File: src/rtl/bcd_pkg.sv
// Purpose: shared constants, FSM state encoding and digit helpers for the BCD datapath.
// Latency: none (declarations only).
// Backpressure: not applicable.
package bcd_pkg;

  localparam int BCD_W = 4;

  typedef enum logic [1:0] {
    IDLE = 2'd0,
    SUB  = 2'd1,
    COMP = 2'd2,
    DONE = 2'd3
  } state_e;

  // True when a 4-bit code is a legal decimal digit (0..9).
  function automatic logic bcd_digit_valid(input logic [BCD_W-1:0] d);
    return (d <= 4'd9);
  endfunction

endpackage

File: src/rtl/bcd_digit_sub.sv
// Purpose: one decimal digit of x - y - bin with borrow-out; r is always 0..9 for legal inputs.
// Latency: purely combinational.
// Backpressure: none; the caller sequences digits.
module bcd_digit_sub
  import bcd_pkg::*;
(
  input  logic [BCD_W-1:0] x,
  input  logic [BCD_W-1:0] y,
  input  logic             bin,
  output logic [BCD_W-1:0] r,
  output logic             bout
);

  localparam logic [BCD_W-1:0] TEN = BCD_W'(10);

  // One extra bit holds the sign: for legal digits t spans -10..9, so the
  // top bit of the wrapped difference is exactly the borrow.
  logic [BCD_W:0] t;

  // Binary difference, then add ten back when it went negative.
  always_comb begin
    t    = {1'b0, x} - {1'b0, y} - {{BCD_W{1'b0}}, bin};
    bout = t[BCD_W];
    r    = bout ? (t[BCD_W-1:0] + TEN) : t[BCD_W-1:0];
  end

endmodule

File: src/rtl/bcd_sub_seq.sv
// Purpose: digit-serial |a - b| in packed BCD with sign and invalid-digit flags.
// Latency: done after start+DIGITS+1 edges (a>=b), +2*DIGITS+1 (a<b), +1 (invalid digit).
// Backpressure: start is only sampled in IDLE; results hold until the next accepted start.
module bcd_sub_seq
  import bcd_pkg::*;
#(
  parameter int DIGITS = 4
) (
  input  logic                    clk,
  input  logic                    rst_n,
  input  logic                    start,
  input  logic [BCD_W*DIGITS-1:0] a,
  input  logic [BCD_W*DIGITS-1:0] b,
  output logic                    busy,
  output logic                    done,
  output logic [BCD_W*DIGITS-1:0] diff,
  output logic                    neg,
  output logic                    invalid
);

  localparam int W     = BCD_W * DIGITS;
  localparam int IDX_W = (DIGITS > 1) ? $clog2(DIGITS) : 1;
  localparam logic [IDX_W-1:0] LAST_IDX = IDX_W'(DIGITS - 1);
  localparam logic [IDX_W-1:0] IDX_ONE  = IDX_W'(1);

  state_e           state_q, state_d;
  logic [IDX_W-1:0] idx_q, idx_d;
  logic             borrow_q, borrow_d;
  logic             chk_q, chk_d;
  logic             neg_q, neg_d;
  logic             inv_q, inv_d;
  logic [W-1:0]     a_q, a_d;
  logic [W-1:0]     b_q, b_d;
  logic [W-1:0]     diff_q, diff_d;

  logic [BCD_W-1:0] a_dig, b_dig, diff_dig;
  logic [BCD_W-1:0] sub_x, sub_y, sub_r;
  logic             sub_bout;
  logic [W-1:0]     diff_wr;
  logic             ops_ok;

  // Select the current digit of each operand and of the running result.
  always_comb begin
    a_dig    = '0;
    b_dig    = '0;
    diff_dig = '0;
    for (int i = 0; i < DIGITS; i++) begin
      if (idx_q == IDX_W'(i)) begin
        a_dig    = a_q[i*BCD_W +: BCD_W];
        b_dig    = b_q[i*BCD_W +: BCD_W];
        diff_dig = diff_q[i*BCD_W +: BCD_W];
      end
    end
  end

  // Check every captured digit; evaluated on the registered operands.
  always_comb begin
    ops_ok = 1'b1;
    for (int i = 0; i < DIGITS; i++) begin
      if (!bcd_digit_valid(a_q[i*BCD_W +: BCD_W]) ||
          !bcd_digit_valid(b_q[i*BCD_W +: BCD_W])) begin
        ops_ok = 1'b0;
      end
    end
  end

  // COMP reuses the digit subtractor as 0 - diff_i - borrow.
  always_comb begin
    sub_x = (state_q == COMP) ? '0       : a_dig;
    sub_y = (state_q == COMP) ? diff_dig : b_dig;
  end

  bcd_digit_sub u_digit_sub (
    .x    (sub_x),
    .y    (sub_y),
    .bin  (borrow_q),
    .r    (sub_r),
    .bout (sub_bout)
  );

  // Running result with the current digit replaced by the subtractor output.
  always_comb begin
    diff_wr = diff_q;
    for (int i = 0; i < DIGITS; i++) begin
      if (idx_q == IDX_W'(i)) begin
        diff_wr[i*BCD_W +: BCD_W] = sub_r;
      end
    end
  end

  // Next-state and datapath updates for the IDLE/SUB/COMP/DONE sequence.
  always_comb begin
    state_d  = state_q;
    idx_d    = idx_q;
    borrow_d = borrow_q;
    chk_d    = chk_q;
    neg_d    = neg_q;
    inv_d    = inv_q;
    a_d      = a_q;
    b_d      = b_q;
    diff_d   = diff_q;

    unique case (state_q)
      IDLE: begin
        if (start) begin
          a_d      = a;
          b_d      = b;
          diff_d   = '0;
          neg_d    = 1'b0;
          inv_d    = 1'b0;
          borrow_d = 1'b0;
          idx_d    = '0;
          chk_d    = 1'b1;
          state_d  = SUB;
        end
      end

      SUB: begin
        if (chk_q) begin
          // First SUB cycle only validates the captured operands; digit
          // work starts on the following cycle.
          chk_d = 1'b0;
          if (!ops_ok) begin
            inv_d   = 1'b1;
            state_d = DONE;
          end
        end else begin
          diff_d   = diff_wr;
          borrow_d = sub_bout;
          if (idx_q == LAST_IDX) begin
            idx_d = '0;
            if (sub_bout) begin
              // a < b: diff now holds the ten's complement of the magnitude.
              borrow_d = 1'b0;
              state_d  = COMP;
            end else begin
              state_d = DONE;
            end
          end else begin
            idx_d = idx_q + IDX_ONE;
          end
        end
      end

      COMP: begin
        diff_d   = diff_wr;
        borrow_d = sub_bout;
        if (idx_q == LAST_IDX) begin
          idx_d    = '0;
          borrow_d = 1'b0;
          neg_d    = 1'b1;
          state_d  = DONE;
        end else begin
          idx_d = idx_q + IDX_ONE;
        end
      end

      DONE: begin
        state_d = IDLE;
      end

      default: begin
        state_d = IDLE;
      end
    endcase
  end

  // State and datapath registers; reset aborts any operation in flight.
  always_ff @(posedge clk or negedge rst_n) begin
    if (!rst_n) begin
      state_q  <= IDLE;
      idx_q    <= '0;
      borrow_q <= 1'b0;
      chk_q    <= 1'b0;
      neg_q    <= 1'b0;
      inv_q    <= 1'b0;
      a_q      <= '0;
      b_q      <= '0;
      diff_q   <= '0;
    end else begin
      state_q  <= state_d;
      idx_q    <= idx_d;
      borrow_q <= borrow_d;
      chk_q    <= chk_d;
      neg_q    <= neg_d;
      inv_q    <= inv_d;
      a_q      <= a_d;
      b_q      <= b_d;
      diff_q   <= diff_d;
    end
  end

  assign busy    = (state_q != IDLE);
  assign done    = (state_q == DONE);
  assign diff    = diff_q;
  assign neg     = neg_q;
  assign invalid = inv_q;

endmodule

File: config.mk
export PLATFORM = sky130hd
export DESIGN_NAME = bcd_sub_seq
export DESIGN_NICKNAME = d
export VERILOG_FILES = /design/src/rtl/bcd_pkg.sv /design/src/rtl/bcd_digit_sub.sv /design/src/rtl/bcd_sub_seq.sv
export SDC_FILE = /design/constraint.sdc
export NUM_CORES = 1
export LEC_CHECK = 0
export CORE_MARGIN = 2
export CORE_UTILIZATION = 48
export DETAILED_ROUTE_END_ITERATION = 10
export PLACE_DENSITY = 0.77
export SLEW_MARGIN = 20
export SYNTH_ARGS = -nofsm -noshare
export SYNTH_HDL_FRONTEND = slang
export SYNTH_SLANG_ARGS = --single-unit
export TNS_END_PERCENT = 1
File: constraint.sdc
create_clock -name clk -period 3.6 [get_ports clk]
set_clock_uncertainty 0.1 [all_clocks]
set_input_delay 0.36 -clock clk [delete_from_list [all_inputs] [get_ports clk]]
set_output_delay 0.36 -clock clk [all_outputs]
set_load 0.05 [all_outputs]
### Placement by cell class

(3 px per micron)
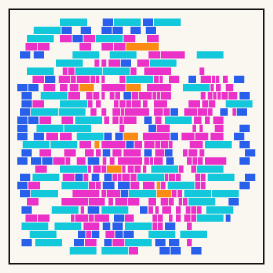
| colour | class | cells | share of their area |
|---|---|---|---|
| blue | other buffers and delay cells | 82 | 19% |
| cyan | flops | 56 | 35% |
| orange | clock drivers and dummy loads | 8 | 2.7% |
| magenta | combinational and other logic | 211 | 43% |
Core Box Area: 0.00628 sq mm
flop share of the area: 34.3%

### Clock routing

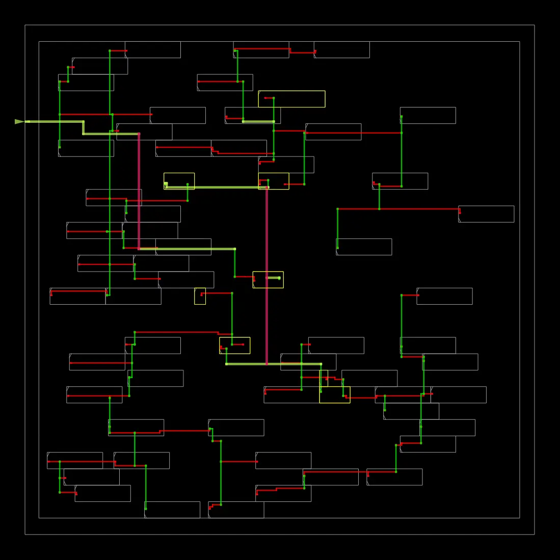
total clock buffers created by CTS: 5
num sequential: 56
source-to-sink clock delay at the later pin of the worst-skew pair: 0.31 ns

### Wiring by layer

(3 px per micron)
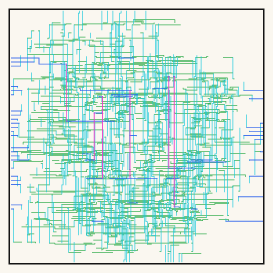
| colour | layer | wire length |
|---|---|---|
| blue | metal 3 | 276 microns |
| green | metal 1 | 3320 microns |
| magenta | metal 4 | 165 microns |
| cyan | metal 2 | 3740 microns |

==> results.txt <==
This note records the results obtained with Yosys and OpenROAD.

Outcome
The run finished, with violations left. The final reports fail on negative hold slack.

Place
Detailed placement reports a standard cell area of about 0.0038 sq mm. The post-detailed-placement half-perimeter wirelength is 5440 microns.

Timing
The post-route worst hold slack is -0.00884 ns. The final timing report lists a hold violation count of 23.

Layout
Per the layout report, the design carries 10 non-clock inverters. The number of buffers outside the clock class in the layout is 82. The count of antenna diodes in the layout is 0. The fraction of the core area covered by cells at the end of the flow is between 60% and 70%. The fraction of layout instances using a drive strength above 1 is between 20% and 30%.

GRT
The overall routing resource usage is 22.3%. The number of antenna violations at the first check in global routing is 0.

Clocking
Clock-pin slew was measured on the worst setup and hold paths at 0.10 ns. The clock net in this run drives a total of 56 sinks.

Route
The number of design rule violations left after detail routing is 0. Once iteration 0 of detailed routing completed, the report listed 105 DRC markers.

Critical path
The kind of end point of the critical path is a flop. The logic depth of the worst register-to-register path is 16. The cell type of the slowest stage on the worst timing path is sky130_fd_sc_hd__mux4_2.

Min path
The class of the tightest hold or removal check is input pin to async pin.

Synthesis
The async set-or-reset flop fraction in the synthesized netlist is 100%.
-- routing by layer --
layer | vias up | track usage (%) | routed length, microns
met5 | - | 0 | 0
met4 | 0 | 5.63 | 165
met3 | 13 | 3.83 | 275
met2 | 72 | 37.6 | 3740
met1 | 1245 | 30.3 | 3320
li1 | 1167 | - | -
-- cells by family after synthesis --
| kind of cell | share of synthesized area, % |
|---|---|
| DFF | 45.2 |
| adders and majority gates | 6.95 |
| buffers and inverters | 3.51 |
| xor gates and xnor gates | 1.13 |
| AOI/OAI and AO/OA | 16.0 |
| and+or+nand+nor | 9.53 |
| muxes | 17.6 |
-- registers in the layout, summed over array words and instances (netlist names) --
name	count
neg	1
a_q	16
invalid	1
diff	16
chk_q	1
idx_q	2
b_q	16
state_q	2
borrow_q	1
-- final timing paths --
| path | to | slack (ns) | startpoint |
|---|---|---|---|
| hold / removal | diff[2] | -0.009 | rst_n |
| min in group clk | b_q[12] | 0.41 | b_q[12] |
| max in group asynchronous | a_q[11] | 2.58 | rst_n |
| setup / recovery | diff[11] | 0.009 | idx_q[0] |
| setup reg to reg | diff[11] | 0.009 | idx_q[0] |
| hold reg to reg | b_q[12] | 0.41 | b_q[12] |
-- synthesized netlist by cell type (all sizes together) (4+ instances only) --
cell   count  share of area, %
dfrtp     56                45
o21ai     47               7.7
mux2      37                13
nand2     15               1.8
ha        14               5.7
nor2b     13               2.9
a21oi     10               1.6
buf       10               1.9
inv       10               1.2
a22o       6               1.7
nand3      6              0.97
nor2       6              0.81
a22oi      5               1.2
nor3       5              0.81
mux2i      4               1.3
mux4       4               2.9
